run_1/layers.png
Scale bar: 20 um.
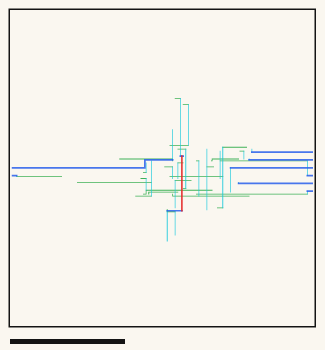
run_1/port_trees.png
Scale bar: 20 um.
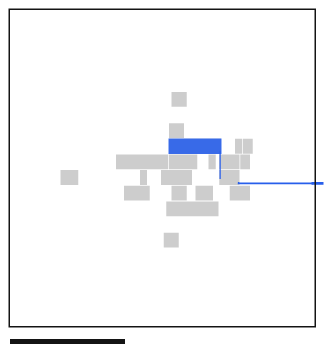
run_1/closeup.png
Scale bar: 5 um. Region (16, 28) to (36, 48) um. Cells in grey, sequential cells in the stronger grey; small squares are vias.
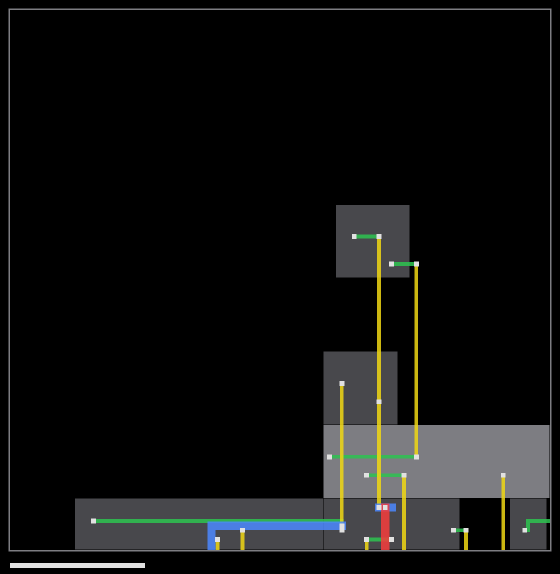
run_1/m3.png
Scale bar: 20 um.
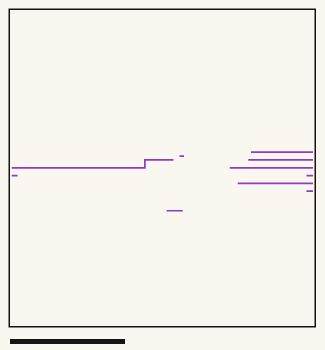
Design sr_latch_flat, sky130hd; sources not shown.
==> run summary, run 1 <==
run results: status finished clean, worst slack, placed -475.8 ps, Worst Path Arrival ~1100 ps, First-pass DRT Iterations 3, initial antenna violation count 0, RSZ-0062 raised after global routing no, routability cong. approximately 0.62, max-cap viol count 0, Nets 29, clock tree buffer depth 2, PD cells between 1000 and 1500 mW/mm^2, OpenROAD warnings 28, Syn Nets 17, Register-to-Register Path Depth 1, Top cell area share about two fifths, DR WL/cell approximately 9 um, Root Driver clkbuf_4, Max transition margin roughly nine tenths, Power Internal about 270 uW, layout cells sized above 1 50.00%, Unique cell types 6, area fraction in mux cells about an eighth, VDD IR max approximately 0.00021 V, FP Rows 14, Synth Seq Share around two fifths, minimum clock period roughly 1000 ps, P_sw slightly above 80 uW, Switching Fraction 23.35%, Setup Skew 0 ps, final routed DRC violation total 0, Die Y ~55 um, kind of critical path input pin to flip-flop, Synth area leader dfrtp_1, vias in the first global route ~130, DRT antenna net count 0, Max FO, Critical Path 2, ant diodes 0, top cells by area dfrtp_1, ha_1, mux2_4, core area between 0.001 and 0.0015 mm^2, chip area roughly 0.0029 mm^2, met2 usage in global routing 2.734%, yosys stat chip area around 120 um^2, main logic family after synthesis adder cells, Mapped Area around 120 um^2, Comb pwr share 21.4%, Top cell excl fill/tap clkbuf_4, simple share ~17%, H-tree depth 1, 1st-iter DRT viols 1, cts hold-fix bufs 0, XOR/XNOR Fraction of Synth Area 0%, area share of fa/ha/maj cells after synthesis between 20% and 30%, Die Span X 53 um, CP Capture Type flip-flop, worst slew pin tran 144.8 ps, GR peak layer met4, Sink Count 2, Tot Pwr approximately 350 uW, CTS tree built, Flops after synth 2
Notes on layers.png above:
[M4] red | wire length: 9.50 um
[M2] cyan | wire length: 99.6 um
[M1] green | wire length: 136 um
[M3] blue | wire length: 82.8 um
gr usage total: 3.275%
WL final: 327 um
Vias: 103

Notes on port_trees.png above:
[bus_invalid] blue | bits: 1 | direction: output | end cells: 1 | buffers: 1 | wire: 17.7 um
port bufs: 7
IO Count: 8

Notes on closeup.png above:
[M2] yellow
[M3] blue
[M1] green
[M4] red
sequential cells in the window: 1
most frequent: clkbuf_4 (2)
cells with their middle in the window: 6

Notes on m3.png above:
nets with wire on the layer: 9
wire length on this layer: 82.8 um
longest straight run: 23.0 um
share of all routed wire: 25%
main direction: horizontal
met3 usage: 4.545%

==> run 1: metal layers <==
metal  part of all wire [%]  up-vias
met5                      0        -
li1                       -       49
met1                     41       42
met2                     30       10
met3                     25        2
met4                    2.8        0
==> run 1: power by group through the flow <==
| stage | logic (uW) | clock network, uW | registers, uW |
|---|---|---|---|
| final | 74.0 | 177 | 95.1 |
| after global placement | 89.3 | 0 | 95.6 |
| after detailed placement | 90.6 | 0 | 96.4 |
| after CTS | 78.7 | 188 | 95.4 |
| after global routing | 83.1 | 199 | 96.4 |
| after floorplan | 35.8 | 0 | 99.2 |
==> run 1: critical path, stage by stage <==
cell	delay (ps)
dlygate4sd2_1	260
inv_2	70
ha_4	200
nor2b_4	100
mux2_4	290
==> run 1: logic make-up (layout without fill, tap and decap cells) <==
group                    after synthesis  in the layout
buffers and inverters                  3             13
adder cells (fa/ha/maj)                2              2
flip-flops                             2              2
AND/OR/NAND/NOR                        2              2
multiplexers                           1              1
==> run 1: metrics by stage <==
stage / utilization [%] / instance area, um^2 / hold slack [ps] / TNS [ps] / cells
floorplan: - / 135.1 / -108.8 / 0 / 10
detailed placement: 16.27 / 225.2 / 310.9 / -770.0 / 33
CTS: 17.54 / 242.7 / 77.69 / -144.7 / 36
finish: 17.00 / 235.2 / 84.88 / 0 / 36
global placement: 16.27 / 225.2 / 312.0 / -738.3 / 33
global route: 17.00 / 235.2 / 91.03 / 0 / 36
==> run 1: layout make-up <==
type / count / area, um^2
clock buffer: 3 / 22.52
fill: 157 / 1149
inverter: 3 / 11.26
multi-input combinational: 5 / 73.82
sequential: 2 / 50.05
tap: 16 / 20.02
timing repair buffer: 7 / 57.56
==> run 1: Yosys cell counts <==
library cell  number
and2_2             1
dfrtp_1            2
ha_1               2
inv_1              3
mux2_4             1
nor2b_4            1
## Run 2: what changed since run 1
- TNS_END_PERCENT: not set -> 20
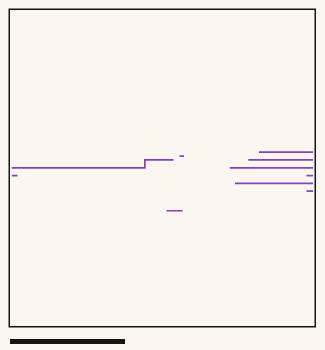
run_2/m3.png
Scale bar: 20 um.
share of all routed wire: 25%
nets with wire on the layer: 9
wire length on this layer: 81.9 um
main direction: horizontal
longest straight run: 23.0 um
WL final: 326 um

==> run 2 against run 1 <==
The flow now finishes with violations (setup timing). Count of clock-buffer cells in the layout stayed put. Sequential share of layout area down 0.22 points. Routed wire length down 0.31%. Worst hold slack unchanged. Critical path type is now flip-flop to output port.
==> run summary, run 2 <==
run results: Synth top cells by count inv_1, dfrtp_1, ha_1, minimum clock period 1042 ps (+68.17 ps), max-cap viol count 0 (unchanged), P_sw 80.39 uW (-0.53%), vias in the first global route 127 (unchanged), setup violators final 1, Max stage delay cell, worst path dfrtp_1, Syn Nets 17 (unchanged), Top cell area share 40.82% (unchanged), Flops after synth 2 (unchanged), gr usage total 3.275% (unchanged), final instance area 237.7 um^2 (+1.1%), failing checks setup timing, H-tree depth 1 (unchanged), RSZ-0062 raised after global routing yes, Max transition margin 90.35% (unchanged), Synth area leader dfrtp_1, Register-to-Register Path Depth 1 (unchanged), Top cell excl fill/tap dlygate4sd2_1, setup ws final -42.30 ps, initial antenna violation count 0 (unchanged), Die Y 55 um (unchanged), critical-path cell list dlygate4sd2_1, Vias 103 (unchanged), clock tree buffer depth 2 (unchanged), GR peak layer met4, critical path buffer and inverter count 1 (-1), Synth Seq Share 40.82% (unchanged), Comb pwr share 21.7% (+0.3 points), Hold/Removal Path Class input pin to async pin, DRT antenna net count 0 (unchanged), Nets 29 (unchanged), worst slew pin tran 144.8 ps (unchanged), Crit path depth 1 (-4), port bufs 7 (unchanged), CTS tree built, met2 usage in global routing 2.734% (unchanged), Max Slew Vio Count 0, Worst Path Arrival 890 ps (-190 ps), Root Driver clkbuf_4, yosys stat chip area 122.6 um^2 (unchanged), core area 0.001384 mm^2 (unchanged), IO Count 8 (unchanged), PD cells 1460 mW/mm^2 (-0.73%), Post-DP Area 225.2 um^2 (unchanged), Mapped Area 122.6 um^2 (unchanged), CP top delay family flip-flops, Switching Fraction 23.16% (-0.20 points), Post-synth EDFFs 0 (unchanged), Max FO, Critical Path 3 (+1), chip area 0.002915 mm^2 (unchanged), DR WL/cell 9.056 um (-0.31%), 1st-iter DRT viols 1 (unchanged), FP Rows 14 (unchanged), final routed DRC violation total 0 (unchanged), layout cells sized above 1 45.00% (-5.0 points), status finished, violations left, ys async rst share 100.0% (unchanged), OpenROAD warnings 29 (+3.6%), TNS Setup -42.30 ps (-42.30 ps), Power Internal 266.8 uW (+0.58%), routability cong. 0.6226 (unchanged), First-pass DRT Iterations 3 (unchanged), top cells by area dfrtp_1, ha_1, mux2_4, most used flip-flop cell dfrtp_1, CP Capture Type output port, ant diodes 0 (unchanged), Synth top cell by count inv_1, kind of critical path flip-flop to output port, Sink Count 2 (unchanged), Unique cell types 6 (unchanged), Setup Skew 0 ps (unchanged)
==> run 2: cell counts after synthesis <==
Identical to the previous run, type by type.
==> run 2: repair_timing <==
| action | in CTS | in global routing |
|---|---|---|
| setup buffers | 0 | 0 |
| cloned | 0 | 0 |
| gates resized | 6 | 2 |
| hold buffers | 0 | 0 |
| setup endpoints to repair | 4 | 3 |
==> run 2: stage by stage <==
step / power [uW] / hold WS [ps] / cells / setup slack, ps / utilization, %
final: 347.2 / 84.88 / 36 / -42.30 / 17.18
after global routing: 379.7 / 91.03 / 36 / -80.26 / 17.18
after CTS: 361.6 / 77.69 / 36 / -83.27 / 17.45
after floorplan: 135.0 / -108.8 / 10 / 55.99 / -
after global placement: 184.9 / 312.0 / 33 / -479.1 / 16.27
after detailed placement: 187.0 / 310.9 / 33 / -475.8 / 16.27
==> run 2: cell type report <==
cell class              instances  area [um^2]
clock buffers                   3        22.52
fillers                       157         1146
inverters                       3        11.26
multi-input cells               5        73.82
flip-flops and latches          2        50.05
well taps                      16        20.02
repair buffers                  7        60.06
==> run 2: power groups by stage <==
| stage | combinational, uW | clock (uW) | sequential [uW] |
|---|---|---|---|
| after global placement | 89.3 | 0 | 95.6 |
| after detailed placement | 90.6 | 0 | 96.4 |
| after CTS | 78.4 | 188 | 95.4 |
| after floorplan | 35.8 | 0 | 99.2 |
| after global routing | 84.5 | 199 | 96.0 |
| final | 75.4 | 177 | 94.8 |
==> run 2: cell families after synthesis <==
logic type	share of synthesized area (%)
adder cells (fa/ha/maj)	20.40
buffers and inverters	9.183
flip-flops	40.82
multiplexers	12.24
AND/OR/NAND/NOR	17.35
==> run 2: layer usage <==
metal  up-vias  wire (um)  share of wire [%]
met4         0          9                2.8
li1         49          -                  -
met5         -          0                  0
met1        42        136                 42
met3         2         81                 25
met2        10         99                 30
No activity file was given, so power comes from the tool's default toggle rates.
